Run 1, signal wires on met1:
Cells faint in the background.
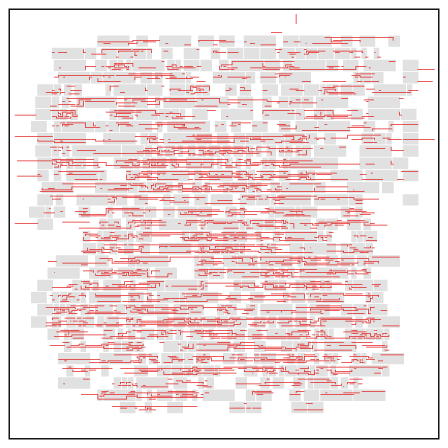
Run 1, the metal 2 layer:
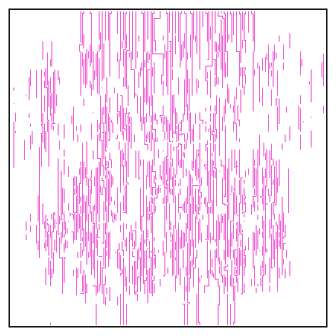
Run 1, metal 3:
Cells faint in the background.
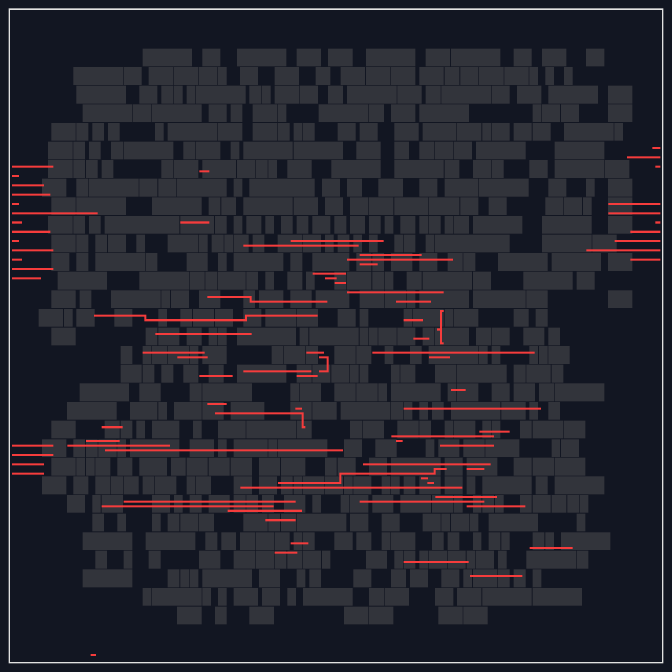
$ cat config.mk
export PLATFORM = sky130hd
export DESIGN_NAME = obuf_sso_sequencer
export DESIGN_NICKNAME = d
export VERILOG_FILES = /design/src/rtl/obuf_sso_sequencer.sv
export SDC_FILE = /design/constraint.sdc
export NUM_CORES = 1
export LEC_CHECK = 0
export CAP_MARGIN = 5
export CORE_MARGIN = 4
export CORE_UTILIZATION = 50
export DETAILED_ROUTE_END_ITERATION = 7
export PLACE_DENSITY = 0.8
export SYNTH_ARGS = -nofsm -noshare
export SYNTH_HDL_FRONTEND = slang
export SYNTH_SLANG_ARGS = --single-unit
$ cat constraint.sdc
create_clock -name i_clk -period 3.33 [get_ports i_clk]
set_input_delay 0.666 -clock i_clk [delete_from_list [all_inputs] [get_ports i_clk]]
set_output_delay 0.666 -clock i_clk [all_outputs]
set_load 0.1 [all_outputs]
$ cat src/rtl/obuf_sso_sequencer.sv
// Staggered output-enable sequencer for pad buffer groups: enables groups one at a
// time with programmable spacing, disables them in reverse, and gates pad data.
module obuf_sso_sequencer #(
    parameter int unsigned    GROUPS   = 4,
    parameter int unsigned    W        = 8,
    parameter int unsigned    DLY_W    = 16,
    parameter logic [W-1:0]   SAFE_VAL = '0
) (
    input  logic                  i_clk,
    input  logic                  i_nrst,
    input  logic                  i_en_req,
    input  logic [DLY_W-1:0]      i_dly,
    input  logic [GROUPS*W-1:0]   i_pad_data,
    output logic [GROUPS-1:0]     o_grp_oe,
    output logic [GROUPS*W-1:0]   o_pad_data,
    output logic                  o_ready,
    output logic                  o_off,
    output logic                  o_busy
);

    typedef enum logic [1:0] {
        IDLE,
        RAMP_UP,
        ON,
        RAMP_DOWN
    } state_t;

    localparam logic [GROUPS-1:0] GRP_FIRST = GROUPS'(1);
    localparam logic [GROUPS-1:0] GRP_ALL   = '1;
    localparam logic [DLY_W-1:0]  DLY_ONE   = DLY_W'(1);

    state_t              state;
    state_t              state_n;
    logic [GROUPS-1:0]   oe_n;
    logic [DLY_W-1:0]    cnt;
    logic [DLY_W-1:0]    cnt_n;
    logic [DLY_W-1:0]    dly_q;
    logic [DLY_W-1:0]    dly_n;
    logic [DLY_W-1:0]    step_q;
    logic [DLY_W-1:0]    step_in;
    logic [GROUPS*W-1:0] pad_n;

    // A spacing of 0 behaves as 1 so two switch events always land on distinct edges.
    always_comb begin
        step_q  = (dly_q == '0) ? DLY_ONE : dly_q;
        step_in = (i_dly == '0) ? DLY_ONE : i_dly;
    end

    always_comb begin
        state_n = state;
        oe_n    = o_grp_oe;
        cnt_n   = cnt;
        dly_n   = dly_q;
        case (state)
            IDLE: begin
                if (i_en_req) begin
                    dly_n   = i_dly;
                    oe_n    = GRP_FIRST;
                    cnt_n   = step_in - DLY_ONE;
                    state_n = (GROUPS == 1) ? ON : RAMP_UP;
                end
            end
            RAMP_UP: begin
                // A reversal keeps the enables and restarts the spacing with the latched step.
                if (!i_en_req) begin
                    state_n = RAMP_DOWN;
                    cnt_n   = step_q - DLY_ONE;
                end else if (cnt == '0) begin
                    oe_n  = (o_grp_oe << 1) | GRP_FIRST;
                    cnt_n = step_q - DLY_ONE;
                    if (oe_n[GROUPS-1]) begin
                        state_n = ON;
                    end
                end else begin
                    cnt_n = cnt - DLY_ONE;
                end
            end
            ON: begin
                oe_n = GRP_ALL;
                if (!i_en_req) begin
                    dly_n   = i_dly;
                    oe_n    = GRP_ALL >> 1;
                    cnt_n   = step_in - DLY_ONE;
                    state_n = (GROUPS == 1) ? IDLE : RAMP_DOWN;
                end
            end
            RAMP_DOWN: begin
                if (i_en_req) begin
                    state_n = RAMP_UP;
                    cnt_n   = step_q - DLY_ONE;
                end else if (cnt == '0) begin
                    oe_n  = o_grp_oe >> 1;
                    cnt_n = step_q - DLY_ONE;
                    if (!oe_n[0]) begin
                        state_n = IDLE;
                    end
                end else begin
                    cnt_n = cnt - DLY_ONE;
                end
            end
            default: begin
                state_n = IDLE;
                oe_n    = '0;
                cnt_n   = '0;
            end
        endcase
    end

    // Data follows the next-cycle enable so data and enable of a group change together.
    always_comb begin
        pad_n = '0;
        for (int unsigned g = 0; g < GROUPS; g++) begin
            pad_n[g*W +: W] = oe_n[g] ? i_pad_data[g*W +: W] : SAFE_VAL;
        end
    end

    always_ff @(posedge i_clk) begin
        if (!i_nrst) begin
            state      <= IDLE;
            o_grp_oe   <= '0;
            cnt        <= '0;
            dly_q      <= '0;
            o_pad_data <= {GROUPS{SAFE_VAL}};
            o_ready    <= 1'b0;
            o_off      <= 1'b1;
            o_busy     <= 1'b0;
        end else begin
            state      <= state_n;
            o_grp_oe   <= oe_n;
            cnt        <= cnt_n;
            dly_q      <= dly_n;
            o_pad_data <= pad_n;
            o_ready    <= (state_n == ON);
            o_off      <= (state_n == IDLE);
            o_busy     <= (state_n == RAMP_UP) || (state_n == RAMP_DOWN);
        end
    end

endmodule

==> job_summary.md, run 1 <==
## Synthesis and layout report

| Metric | Value |
|---|---|
| Metal2 WL | 5.274 mm |
| Top cell type's share of synthesized area | 37.80% |
| Worst-path maximum fanout | 8 |
| EDFF count, synth | 0 |
| Crit-path max cell delay | 0.57 ns |
| Hpwl dp | 8.118 mm |
| Clk sink count | 72 |
| Setup CP Type | reg2reg |
| Largest net degree at the start of global routing | 27 |
| Placed inst area | 0.004855 mm² |
| Initial drt markers | 344 |
| Regs by FF count | o_pad_data (32), cnt (16), dly_q (16) |
| Placed cell count | 659 |
| Synth Warn # | 0 |
| Crit path DAT | 3.18 ns |
| Post-synthesis area per instance | 8.131 µm² |
| Late-Pin Clk Latency | 0.35 ns |
| Clock buffer depth | 2 |
| Die Wd | 95.34 µm |
| Syn Inst Count | 469 |
| Drt drc | 0 |
| Vias in the first global route | 3613 |
| Gr usage total | 23.96% |
| Synth area leader | dfxtp_1 |
| Final Hold Vio Count | 0 |
| Total CTS buffers | 9 |
| Final setup vio count | 0 |
| Max cap viols | 0 |
| Routed Antenna Nets | 0 |
| Crit-path slowest cell | or4_1 |
| Hold slack | 0.5031 ns |
| P_leak | 2.001 nW |
| Pre-Place Util | 52.02% |
| Global-route wire length before repair | 17.13 mm |
| Commonest flop | dfxtp_1 |
| Grt ovf | 0 |
| Core area | 0.007331 mm² |
| Layout cell share with drive strength beyond 1 | 14.41% |
| Synth-to-layout area growth | 33.20% |
| Total power | 2.862 mW |
| Worst vdd ir | 0.0003914 V |
| Main area contributors | dfxtp_1, nand2_1, a21oi_1 |
| Die height | 95.34 µm |
| Post-synthesis cell area | 0.003814 mm² |
| Max reg flops | 32 |
| Setup TNS | 0 ns |
| Nets | 625 |
| Slew Viols, Final | 0 |
| Mapped Nets | 523 |
| Worst min path class | reg2reg |
| Row count | 31 |
| Core Util, Final | 69.30% |
| Max Fclk | 340.4 MHz |
| Status | finished, final reports clean |
| CTS root buffer | clkbuf_8 |
| Clock skew | 0.01145 ns |
| Number of vias per cell | 5.779 |
| Clk pin slew, worst setup/hold paths | 0.08 ns |
| Cycle use final | 88.22% |
| Yosys cell count | 469 |
| Yosys cell types | 62 |
| RSZ-0062 raised after global routing | no |
| Placer Congestion | 0.9665 |
| Worst setup SP type | register |
| FFs w/ async S/R, synth | 0% |
| DRT met1 WL | 4.626 mm |
| CTS tree | yes |
| CP endpoint kind | register |
| I/O pin count | 90 |
| Pwr dens | 563.4 mW/mm² |
| Final std cells w/o fill | 675 |
| Largest register by flop count | o_pad_data |
| Chip area | 0.009089 mm² |
| CP required | 3.57 ns |
| Met3 WL post-DR | 675 µm |
| Final-layout fill cell count | 616 |
| Tool warning count | 26 |
| Ys flops | 72 |
| Synth Seq Share | 37.80% |
| Highest routed layer | met4 |
| Final Critical Period | 2.938 ns |
| Fin worst setup slack | 0.3922 ns |
| Final Cell Area | 0.005080 mm² |
| Post-CTS Setup Inserts | 0 |
| Worst-margin pin slew | 1.201 ns |
| Max-slew headroom | 19.65% |
| Port Buffers | 89 |
| N_diodes | 0 |
Back to the opening pictures, 'signal wires on met1':
nets with wire on the layer: 579
wire length on this layer: 4630 µm
main direction: horizontal
share of all routed wire: 43%
final wirelength: 10.76 mm
via count: 3901
met1 GRT Util: 32.21%

Back to the opening pictures, 'the metal 2 layer':
share of all routed wire: 49%
main direction: vertical
nets with wire on the layer: 531

Back to the opening pictures, 'metal 3':
main direction: horizontal
share of all routed wire: 6.3%
wire length on this layer: 676 µm
met3 usage: 4.104%

## run 1: final cells by class
cell class | instances | area, µm² | share of cell area (%)
clock inverters | 6 | 92.59 | 1.823
well taps | 99 | 123.9 | 2.438
inverters | 17 | 63.81 | 1.256
flip-flops and latches | 72 | 1441 | 28.37
multi-input cells | 357 | 2217 | 43.65
clock buffers | 10 | 127.6 | 2.512
repair buffers | 114 | 1013 | 19.95
## run 1: report_power, final
group | internal, mW | total, mW | switching (mW) | leakage [nW]
sequential | 0.946 | 1.04 | 0.0979 | 0.591
clock | 0.426 | 0.771 | 0.345 | 0.103
combinational | 0.382 | 1.05 | 0.666 | 1.31
## run 1: cells in the mapped netlist (all sizes together), types with 2 or more instances
cell type   n
a211oi     13
a21oi      43
a311oi      4
a31oi       8
and2       10
and3        3
buf         3
clkbuf     20
dfxtp      72
ha          3
inv        16
mux2i       9
nand2      67
nand2b      6
nand3      24
nand3b      3
nand4       2
nand4b      2
nor2       30
nor2b       5
nor3       15
nor3b       2
nor4       13
o211ai      4
o21ai      19
o221a       5
o22ai       2
o31a        2
o31ai       4
o32ai       4
o41ai       2
or3         5
or4         6
xnor2      15
xor2       12
## run 1: metal layers
layer  up-vias  global-route usage, %
met5         -                      0
met3        16                  4.104
met2       140                  38.08
li1       1905                      -
met4         0                  9.615
met1      1840                  32.21
## run 1: layout by cell type (no fill, tap or decap), types with 3 or more instances in the layout
cell type / n
dfxtp_1: 72
nand2_1: 67
clkdlybuf4s50_1: 63
buf_4: 51
a21oi_1: 43
nor2_1: 30
nand3_1: 24
o21ai_0: 18
inv_1: 16
nor3_1: 15
xnor2_1: 15
a211oi_1: 13
xor2_1: 12
nor4_1: 10
and2_1: 10
clkbuf_8: 9
mux2i_1: 8
or4_1: 6
nand2b_1: 6
a31oi_1: 6
nor2b_1: 5
o31ai_1: 4
or3_1: 4
o221a_2: 4
o211ai_1: 4
o32ai_1: 4
and3_1: 3
nand3b_1: 3
ha_1: 3
## run 1: logic make-up after synthesis
family	share of synthesized area [%]
multiplexers	2.461
AND/OR/NAND/NOR	26.87
adder cells (fa/ha/maj)	0.9844
buffers and inverters	4.199
XOR/XNOR	6.201
flip-flops	37.80
AND-OR/OR-AND	21.49
## run 1: critical path: cells and delay by family, from the launching register on
family / cells / cell delay, ns
fa+ha+maj: 1 / 0.27
flops: 1 / 0.40
compound gates: 3 / 0.79
simple gates: 5 / 1.37
## run 1: path summary, 6_finish.rpt
check	startpoint	to	slack [ns]	cells past startpoint
hold / removal	dly_q[9]$_SDFFE_PN0P_	dly_q[9]$_SDFFE_PN0P_	0.50	2
setup / recovery	dly_q[10]$_SDFFE_PN0P_	cnt[12]$_SDFFE_PN0P_	0.39	9
hold reg to reg	dly_q[9]$_SDFFE_PN0P_	dly_q[9]$_SDFFE_PN0P_	0.50	2
setup reg to reg	dly_q[10]$_SDFFE_PN0P_	cnt[12]$_SDFFE_PN0P_	0.39	9
## run 1: timing repair
action / CTS / global route
setup endpoints to repair: 0 / 1
hold buffers: 0 / 0
endpoints found under the hold margin: 0 / 0
gates resized: 0 / 1
==> run 2: changes to the inputs <==
==> constraint.sdc (replaced) <==
create_clock -name i_clk -period 3 [get_ports i_clk]
set_input_delay 0.6 -clock i_clk [delete_from_list [all_inputs] [get_ports i_clk]]
set_output_delay 0.6 -clock i_clk [all_outputs]
set_load 0.1 [all_outputs]
==> job_summary.md, run 2 <==
## Synthesis and layout report

| Metric | Value |
|---|---|
| Status | finished, final reports clean |
| Clk sink count | 72 (unchanged) |
| Syn Inst Count | 469 (unchanged) |
| Gr usage total | 25.24% (+1.3 points) |
| N_diodes | 0 (unchanged) |
| Worst min path class | reg2reg |
| Late-Pin Clk Latency | 0.36 ns (about the same) |
| Most common cell in the netlist | dfxtp_1 |
| Synth area leader | dfxtp_1 |
| Slew Viols, Final | 0 (unchanged) |
| Nets | 647 (+3.5%) |
| Core area | 0.007331 mm² (unchanged) |
| FFs w/ async S/R, synth | 0% (unchanged) |
| CP required | 3.26 ns (-0.31 ns) |
| Routed Antenna Nets | 0 (unchanged) |
| CP endpoint kind | register |
| Via count | 4053 (+3.9%) |
| Critical path destination | cnt[12]$_SDFFE_PN0P_ |
| Top Layout Cells | buf_4, dfxtp_1, nand2_1 |
| Total CTS buffers | 9 (unchanged) |
| Final std cells w/o fill | 697 (+3.3%) |
| Max reg flops | 32 (unchanged) |
| Worst-path maximum fanout | 6 (-2) |
| Total power | 3.233 mW (+13%) |
| Clk pin slew, worst setup/hold paths | 0.08 ns (about the same) |
| CTS tree | yes |
| Largest register by flop count | o_pad_data |
| RSZ-0062 raised after global routing | no |
| I/O pin count | 90 (unchanged) |
| Regs by FF count | o_pad_data (32), cnt (16), dly_q (16) |
| EDFF count, synth | 0 (unchanged) |
| Layout cell share with drive strength beyond 1 | 19.73% (+5.3 points) |
| Max cap viols | 0 (unchanged) |
| Final-layout fill cell count | 555 (-9.9%) |
| Initial drt markers | 331 (-3.8%) |
| Global-route wire length before repair | 17.82 mm (+4.0%) |
| CTS root buffer | clkbuf_8 |
| Crit-path max cell delay | 0.43 ns (-0.14 ns) |
| Die Wd | 95.34 µm (unchanged) |
| Placed cell count | 681 (+3.3%) |
| Worst-margin pin slew | 0.7877 ns (-0.4131 ns) |
| Post-synthesis cell area | 0.003814 mm² (unchanged) |
| Largest net degree at the start of global routing | 29 (+7.4%) |
| RR Endpoint | cnt[12]$_SDFFE_PN0P_ |
| Drt drc | 0 (unchanged) |
| Port Buffers | 89 (unchanged) |
| Commonest cells in the netlist | dfxtp_1, nand2_1, a21oi_1 |
| Most frequent logic cell in the layout | buf_4 |
| Clock skew | 0.01181 ns (+0.0003518 ns) |
| Max-slew headroom | 47.41% (+28 points) |
| Crit-path slowest cell | dfxtp_1 |
| Yosys cell count | 469 (unchanged) |
| Final setup vio count | 0 (unchanged) |
| Setup CP Type | reg2reg |
| CP startpoint | dly_q[12]$_SDFFE_PN0P_ |
| Top cell type's share of synthesized area | 37.80% (unchanged) |
| Number of vias per cell | 5.815 (+0.62%) |
| Main area contributors | dfxtp_1, nand2_1, a21oi_1 |
| Clock buffer depth | 2 (unchanged) |
| Pwr dens | 620.3 mW/mm² (+10%) |
| Chip area | 0.009089 mm² (unchanged) |
| Final Cell Area | 0.005213 mm² (+2.6%) |
| Hold_buf cts | 0 (unchanged) |
| Synth-to-layout area growth | 36.68% |
| Row count | 31 (unchanged) |
| Final Critical Period | 2.825 ns (-0.1124 ns) |
| Die height | 95.34 µm (unchanged) |
| Ys flops | 72 (unchanged) |
| Yosys cell types | 62 (unchanged) |
| Path depth of the worst reg2reg path | 9 (unchanged) |
| Final Hold Vio Count | 0 (unchanged) |
| Mapped Nets | 523 (unchanged) |
| Worst vdd ir | 0.0003719 V (-5.0%) |
| Commonest flop | dfxtp_1 |
| P_leak | 2.130 nW (+6.4%) |
| Cycle use final | 94.18% (+6.0 points) |
| Placed inst area | 0.004987 mm² (+2.7%) |
| Max Fclk | 353.9 MHz (+4.0%) |
| Core Util, Final | 71.10% (+1.8 points) |
| Vias in the first global route | 3776 (+4.5%) |
| Post-synthesis area per instance | 8.131 µm² (unchanged) |
| Synth Seq Share | 37.80% (unchanged) |
| Crit path DAT | 3.08 ns (-0.10 ns) |
| Flop2flop setup slack | 0.17 ns (-0.22 ns) |
| Hpwl dp | 8.400 mm (+3.5%) |
| Worst reg2reg path startpoint | dly_q[12]$_SDFFE_PN0P_ |
| Synth Warn # | 0 (unchanged) |
| Initial antenna violation count | 0 |
| Placer Congestion | 0.9577 (-0.91%) |
| Worst setup SP type | register |
| Tool warning count | 26 (unchanged) |
| Final wirelength | 11.25 mm (+4.6%) |
run 2: cell counts after synthesis:
No cell type changed its count.
run 2: layer usage:
layer,wire length [µm],global-route usage [%],vias up
met5,0,0,-
met4,271,11.06,0
met3,753,4.104,29
met2,5556,41.81,174
met1,4671,32.31,1903
li1,-,-,1947
run 2: how the worst min path moves through the flow:
stage | start | endpoint | slack (ns) | cells past startpoint
6_report | dly_q[9]$_SDFFE_PN0P_ | dly_q[9]$_SDFFE_PN0P_ | 0.52 | 2
4_1_cts | dly_q[6]$_SDFFE_PN0P_ | dly_q[6]$_SDFFE_PN0P_ | 0.52 | 2
3_3_place_gp | dly_q[9]$_SDFFE_PN0P_ | dly_q[9]$_SDFFE_PN0P_ | 0.49 | 2
5_1_grt | dly_q[15]$_SDFFE_PN0P_ | dly_q[15]$_SDFFE_PN0P_ | 0.53 | 2
3_5_place_dp | dly_q[6]$_SDFFE_PN0P_ | dly_q[6]$_SDFFE_PN0P_ | 0.50 | 2
2_1_floorplan | dly_q[15]$_SDFFE_PN0P_ | dly_q[15]$_SDFFE_PN0P_ | 0.46 | 2
run 2: what timing repair did:
action | 4_1_cts | 5_1_grt
endpoints found under the setup margin | 0 | 2
gates resized | 0 | 1
hold endpoints to repair | 0 | 0
setup buffers | 0 | 0
run 2: layout make-up:
cell class	instances	area, µm²	area share, %
flip-flops and latches	72	1441	27.65
clock buffers	10	127.6	2.448
well taps	99	123.9	2.376
repair buffers	136	1146	21.99
inverters	17	63.81	1.224
multi-input cells	357	2217	42.53
clock inverters	6	92.59	1.776
run 2: cell families (layout without fill, tap and decap cells):
| group | count (synthesis) | count (layout) | synth area share [%] |
|---|---|---|---|
| and+or+nand+nor | 198 | 198 | 26.87 |
| buffers and inverters | 40 | 169 | 4.199 |
| adders and majority gates | 3 | 3 | 0.9844 |
| xor gates and xnor gates | 27 | 27 | 6.201 |
| AOI/OAI and AO/OA | 120 | 120 | 21.49 |
| DFF | 72 | 72 | 37.80 |
| muxes | 9 | 9 | 2.461 |
run 2: worst max-delay path, delay by kind of cell, from the launching register on:
family,cells,cell delay (ns)
AOI/OAI and AO/OA,4,1.16
adders and majority gates,1,0.25
DFF,1,0.43
and+or+nand+nor,4,0.89
run 2: stage by stage:
step | hold slack (ns) | setup slack [ns] | TNS (ns)
after floorplan | 0.4625 | 0.2982 | 0
after global placement | 0.4934 | -0.07945 | -0.1351
after detailed placement | 0.5030 | -0.1837 | -0.3616
after CTS | 0.5165 | 0.1749 | 0
after global routing | 0.5330 | 0.04306 | 0
final | 0.5193 | 0.1747 | 0
run 2: where the power goes:
group	switching, mW	internal [mW]
combinational	0.754	0.450
clock	0.399	0.473
sequential	0.107	1.05
total	1.26	1.97
Run 2, M4 wires:
Scale bar: 20 µm. Cells faint in the background.
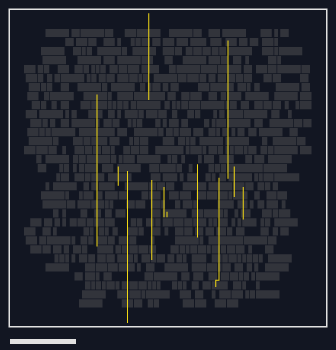
nets with wire on the layer: 10
wire length on this layer: 272 µm

Power and IR drop assume default switching activity.
